`src/rtl/pspi_master_ctrl.sv`:
```
// ---------------------------------------------------------------------------
// pspi_master_ctrl
//
// Transaction controller for the PSPI master. Accepts one byte from the host,
// builds the outgoing frame (parity frame or raw byte), shifts it out
// MSB-first on mosi under a mode-0 sclk with cs_n asserted, and simultaneously
// shifts in miso. At the end of the frame it reports the received payload and
// the received parity check.
//
// Parity frame: frame[7:1] = data[6:0], frame[0] = XOR of data[6:0].
// Raw frame   : frame = data.
//
// Ports
//   clk      in   system clock, rising edge
//   rst_n    in   synchronous reset, active-low
//   start    in   transaction request, accepted only while idle
//   par_en   in   1 = parity frame, 0 = raw byte (captured at accept)
//   tx_data  in   byte to send (captured at accept)
//   busy     out  high from the accept edge until back in IDLE
//   done     out  one-cycle pulse when rx_data / par_err are updated
//   rx_data  out  received payload, held until the next done
//   par_err  out  received parity mismatch, held until the next done
//   sclk     out  serial clock, idle low
//   cs_n     out  chip select, active low
//   mosi     out  serial data out
//   miso     in   serial data in
//
// Parameter
//   CLK_DIV  sclk half-period in clk cycles (1..255)
// ---------------------------------------------------------------------------
module pspi_master_ctrl #(
    parameter int CLK_DIV = 4
) (
    input  logic       clk,
    input  logic       rst_n,
    input  logic       start,
    input  logic       par_en,
    input  logic [7:0] tx_data,
    output logic       busy,
    output logic       done,
    output logic [7:0] rx_data,
    output logic       par_err,
    output logic       sclk,
    output logic       cs_n,
    output logic       mosi,
    input  logic       miso
);

    localparam logic [7:0] DIV_LAST = 8'(CLK_DIV - 1);

    typedef enum logic [1:0] {
        IDLE   = 2'd0,
        LOAD   = 2'd1,
        SHIFT  = 2'd2,
        FINISH = 2'd3
    } state_t;

    state_t     state;
    state_t     state_nxt;

    logic [7:0] tx_lat;
    logic       par_lat;
    logic [7:0] tx_shift;
    logic [7:0] rx_shift;
    logic [7:0] div_cnt;
    logic [2:0] bit_cnt;

    logic       phase_end;
    logic       last_fall;

    // Outgoing frame for the latched byte and mode.
    function automatic logic [7:0] build_frame(input logic p, input logic [7:0] d);
        return p ? {d[6:0], ^d[6:0]} : d;
    endfunction

    // Payload extracted from the received frame.
    function automatic logic [7:0] rx_payload(input logic p, input logic [7:0] f);
        return p ? {1'b0, f[7:1]} : f;
    endfunction

    // Parity mismatch: the received parity bit disagrees with the XOR of the
    // received data bits, i.e. the XOR over the whole frame is 1.
    function automatic logic rx_parity_err(input logic p, input logic [7:0] f);
        return p ? (f[0] ^ (^f[7:1])) : 1'b0;
    endfunction

    // mosi is taken straight from the MSB of the shift register, so it stays
    // a registered output without a separate flop; the register is cleared on
    // FINISH and reset, which parks mosi low.
    assign mosi      = tx_shift[7];

    assign phase_end = (div_cnt == DIV_LAST);
    assign last_fall = phase_end && sclk && (bit_cnt == 3'd7);

    // ---- state register ----
    always_ff @(posedge clk) begin
        if (!rst_n) begin
            state <= IDLE;
        end else begin
            state <= state_nxt;
        end
    end

    // ---- next-state logic ----
    always_comb begin
        state_nxt = state;
        case (state)
            IDLE:    if (start) state_nxt = LOAD;
            LOAD:    state_nxt = SHIFT;
            SHIFT:   if (last_fall) state_nxt = FINISH;
            FINISH:  state_nxt = IDLE;
            default: state_nxt = IDLE;
        endcase
    end

    // ---- datapath and registered outputs ----
    always_ff @(posedge clk) begin
        if (!rst_n) begin
            busy     <= 1'b0;
            done     <= 1'b0;
            rx_data  <= 8'h00;
            par_err  <= 1'b0;
            sclk     <= 1'b0;
            cs_n     <= 1'b1;
            tx_lat   <= 8'h00;
            par_lat  <= 1'b0;
            tx_shift <= 8'h00;
            rx_shift <= 8'h00;
            div_cnt  <= 8'h00;
            bit_cnt  <= 3'd0;
        end else begin
            done <= 1'b0;
            case (state)
                IDLE: begin
                    if (start) begin
                        tx_lat  <= tx_data;
                        par_lat <= par_en;
                        busy    <= 1'b1;
                    end
                end

                LOAD: begin
                    tx_shift <= build_frame(par_lat, tx_lat);
                    cs_n     <= 1'b0;
                    sclk     <= 1'b0;
                    div_cnt  <= 8'h00;
                    bit_cnt  <= 3'd0;
                end

                SHIFT: begin
                    if (phase_end) begin
                        div_cnt <= 8'h00;
                        if (!sclk) begin
                            // rising edge: capture the slave's bit
                            sclk     <= 1'b1;
                            rx_shift <= {rx_shift[6:0], miso};
                        end else begin
                            // falling edge: present the next bit, except after
                            // the 8th bit where the frame ends
                            sclk <= 1'b0;
                            if (bit_cnt != 3'd7) begin
                                tx_shift <= {tx_shift[6:0], 1'b0};
                                bit_cnt  <= bit_cnt + 3'd1;
                            end
                        end
                    end else begin
                        div_cnt <= div_cnt + 8'd1;
                    end
                end

                FINISH: begin
                    cs_n     <= 1'b1;
                    tx_shift <= 8'h00;
                    done     <= 1'b1;
                    busy     <= 1'b0;
                    rx_data  <= rx_payload(par_lat, rx_shift);
                    par_err  <= rx_parity_err(par_lat, rx_shift);
                end

                default: ;
            endcase
        end
    end

endmodule

```
`config.mk`:
```
export PLATFORM = sky130hd
export DESIGN_NAME = pspi_master_ctrl
export DESIGN_NICKNAME = d
export VERILOG_FILES = /design/src/rtl/pspi_master_ctrl.sv
export SDC_FILE = /design/constraint.sdc
export NUM_CORES = 1
export LEC_CHECK = 0
export CAP_MARGIN = 30
export CORE_AREA = 5 5 104 106
export CTS_CLUSTER_SIZE = 20
export DETAILED_ROUTE_END_ITERATION = 10
export DIE_AREA = 0 0 109 111
export GPL_ROUTABILITY_DRIVEN = 0
export REMOVE_ABC_BUFFERS = 1
export SYNTH_ARGS = -nofsm -noshare
export SYNTH_HDL_FRONTEND = slang
export SYNTH_SLANG_ARGS = --single-unit
```
`constraint.sdc`:
```
create_clock -name clk -period 3.9 [get_ports clk]
set_input_delay 0.78 -clock clk [delete_from_list [all_inputs] [get_ports clk]]
set_output_delay 0.78 -clock clk [all_outputs]
set_load 0.02 [all_outputs]
```
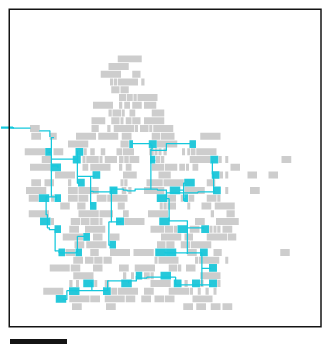
Fig. 1. Wires at chosen ports, followed through buffers.
The bar under the picture is 20 um long.
[cyan] rst_n | direction: input | edge: left | end cells: 45 | buffers: 2 | wire: 384 um
port bufs: 26
number of top-level pins: 27

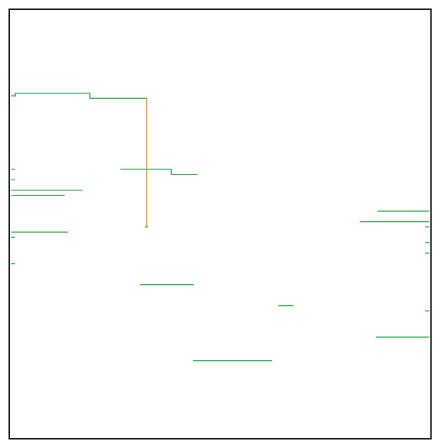
Fig. 2. Metal layers overlaid.
Two of the layers only.
[orange] met4 | wire length: 33.3 um
[green] met3 | wire length: 193 um
Via Count: 1767
total routing resource utilization after global routing: 7.92%
overall routed net length: 4.60 mm
Routed wire per std cell: 11.2 um

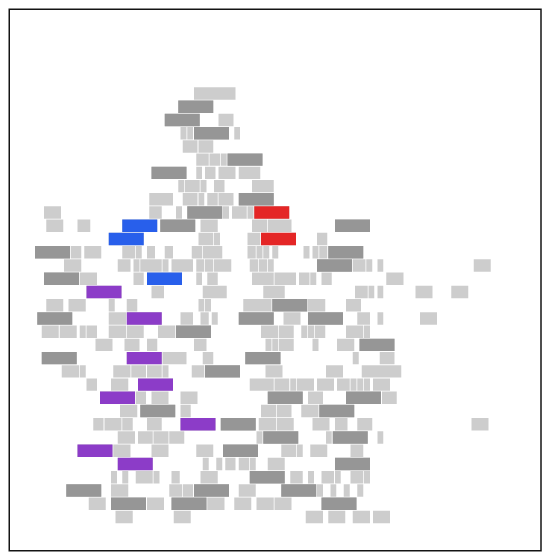
Fig. 3. Sequential cells coloured by netlist name.
[blue] bit_cnt | placed flops: 3
[purple] rx_shift | placed flops: 8
[red] state | placed flops: 2
not coloured: 38
post-layout util: 30.0%
Seq power: 0.000687 W
combined flip-flop and latch cell area: 1020 sq um
register share of the cell area: 35.2%

==> commit_impl_results.txt <==
Store results of the implementation flow

- Status: completed
- Post-layout net count: 296
* Hold WS: about 0.47 ns
- Global routing used 12.0% of the available met2 tracks.
* Internal power: just under 0.001 W
- CTS tree: built
* Post-cts resize count: 0
- Hold Startpoint: tx_lat[7]
- The die covers 12100 sq um.
* Cell taking the most area after synthesis: sky130_fd_sc_hd__dfxtp_1
* Grt total ovfl: 0
- Critical Path Max Stage Delay: around 0.64 ns
* Number of clock buffers inserted by TritonCTS: 5
- Tally of unique sky130hd cells used after synthesis: 36
* Part of the power in registers: 45.3%
* Capturing instance or port of the critical path: sclk
- The global router reports that the layer with the highest usage is met2.
- Die boundary height: approximately 110 um
- Family with the most delay on the worst path: buffers and inverters
- Count of maximum capacitance violations: 0
* Power, Total: 0.00152 W
- Most frequent logic cell in the layout: sky130_fd_sc_hd__dfxtp_1
* Sw power: 0.000534 W
-- state kept, by name, summed over array words and instances, names as in the netlist --
register / flops
done: 1
bit_cnt: 3
par_err: 1
div_cnt: 8
cs_n: 1
rx_shift: 8
rx_data: 8
tx_lat: 8
busy: 1
tx_shift: 8
par_lat: 1
state: 2
sclk: 1
-- cell type report --
cell class	count	area, sq um	area share (%)
sequential	51	1020	35.2
multi-input combinational	187	1340	46.3
inverter	4	15.0	0.517
clock buffer	6	72.6	2.50
clock inverter	2	16.3	0.561
tap	133	166	5.74
timing repair buffer	27	268	9.23
-- cell families after synthesis --
family / synth area share [%]
muxes: 9.32
AOI/OAI and AO/OA: 15.3
xor gates and xnor gates: 7.29
buffers and inverters: 4.35
and+or+nand+nor: 18.8
DFF: 41.3
adders and majority gates: 3.54
Power and IR drop assume default switching activity.
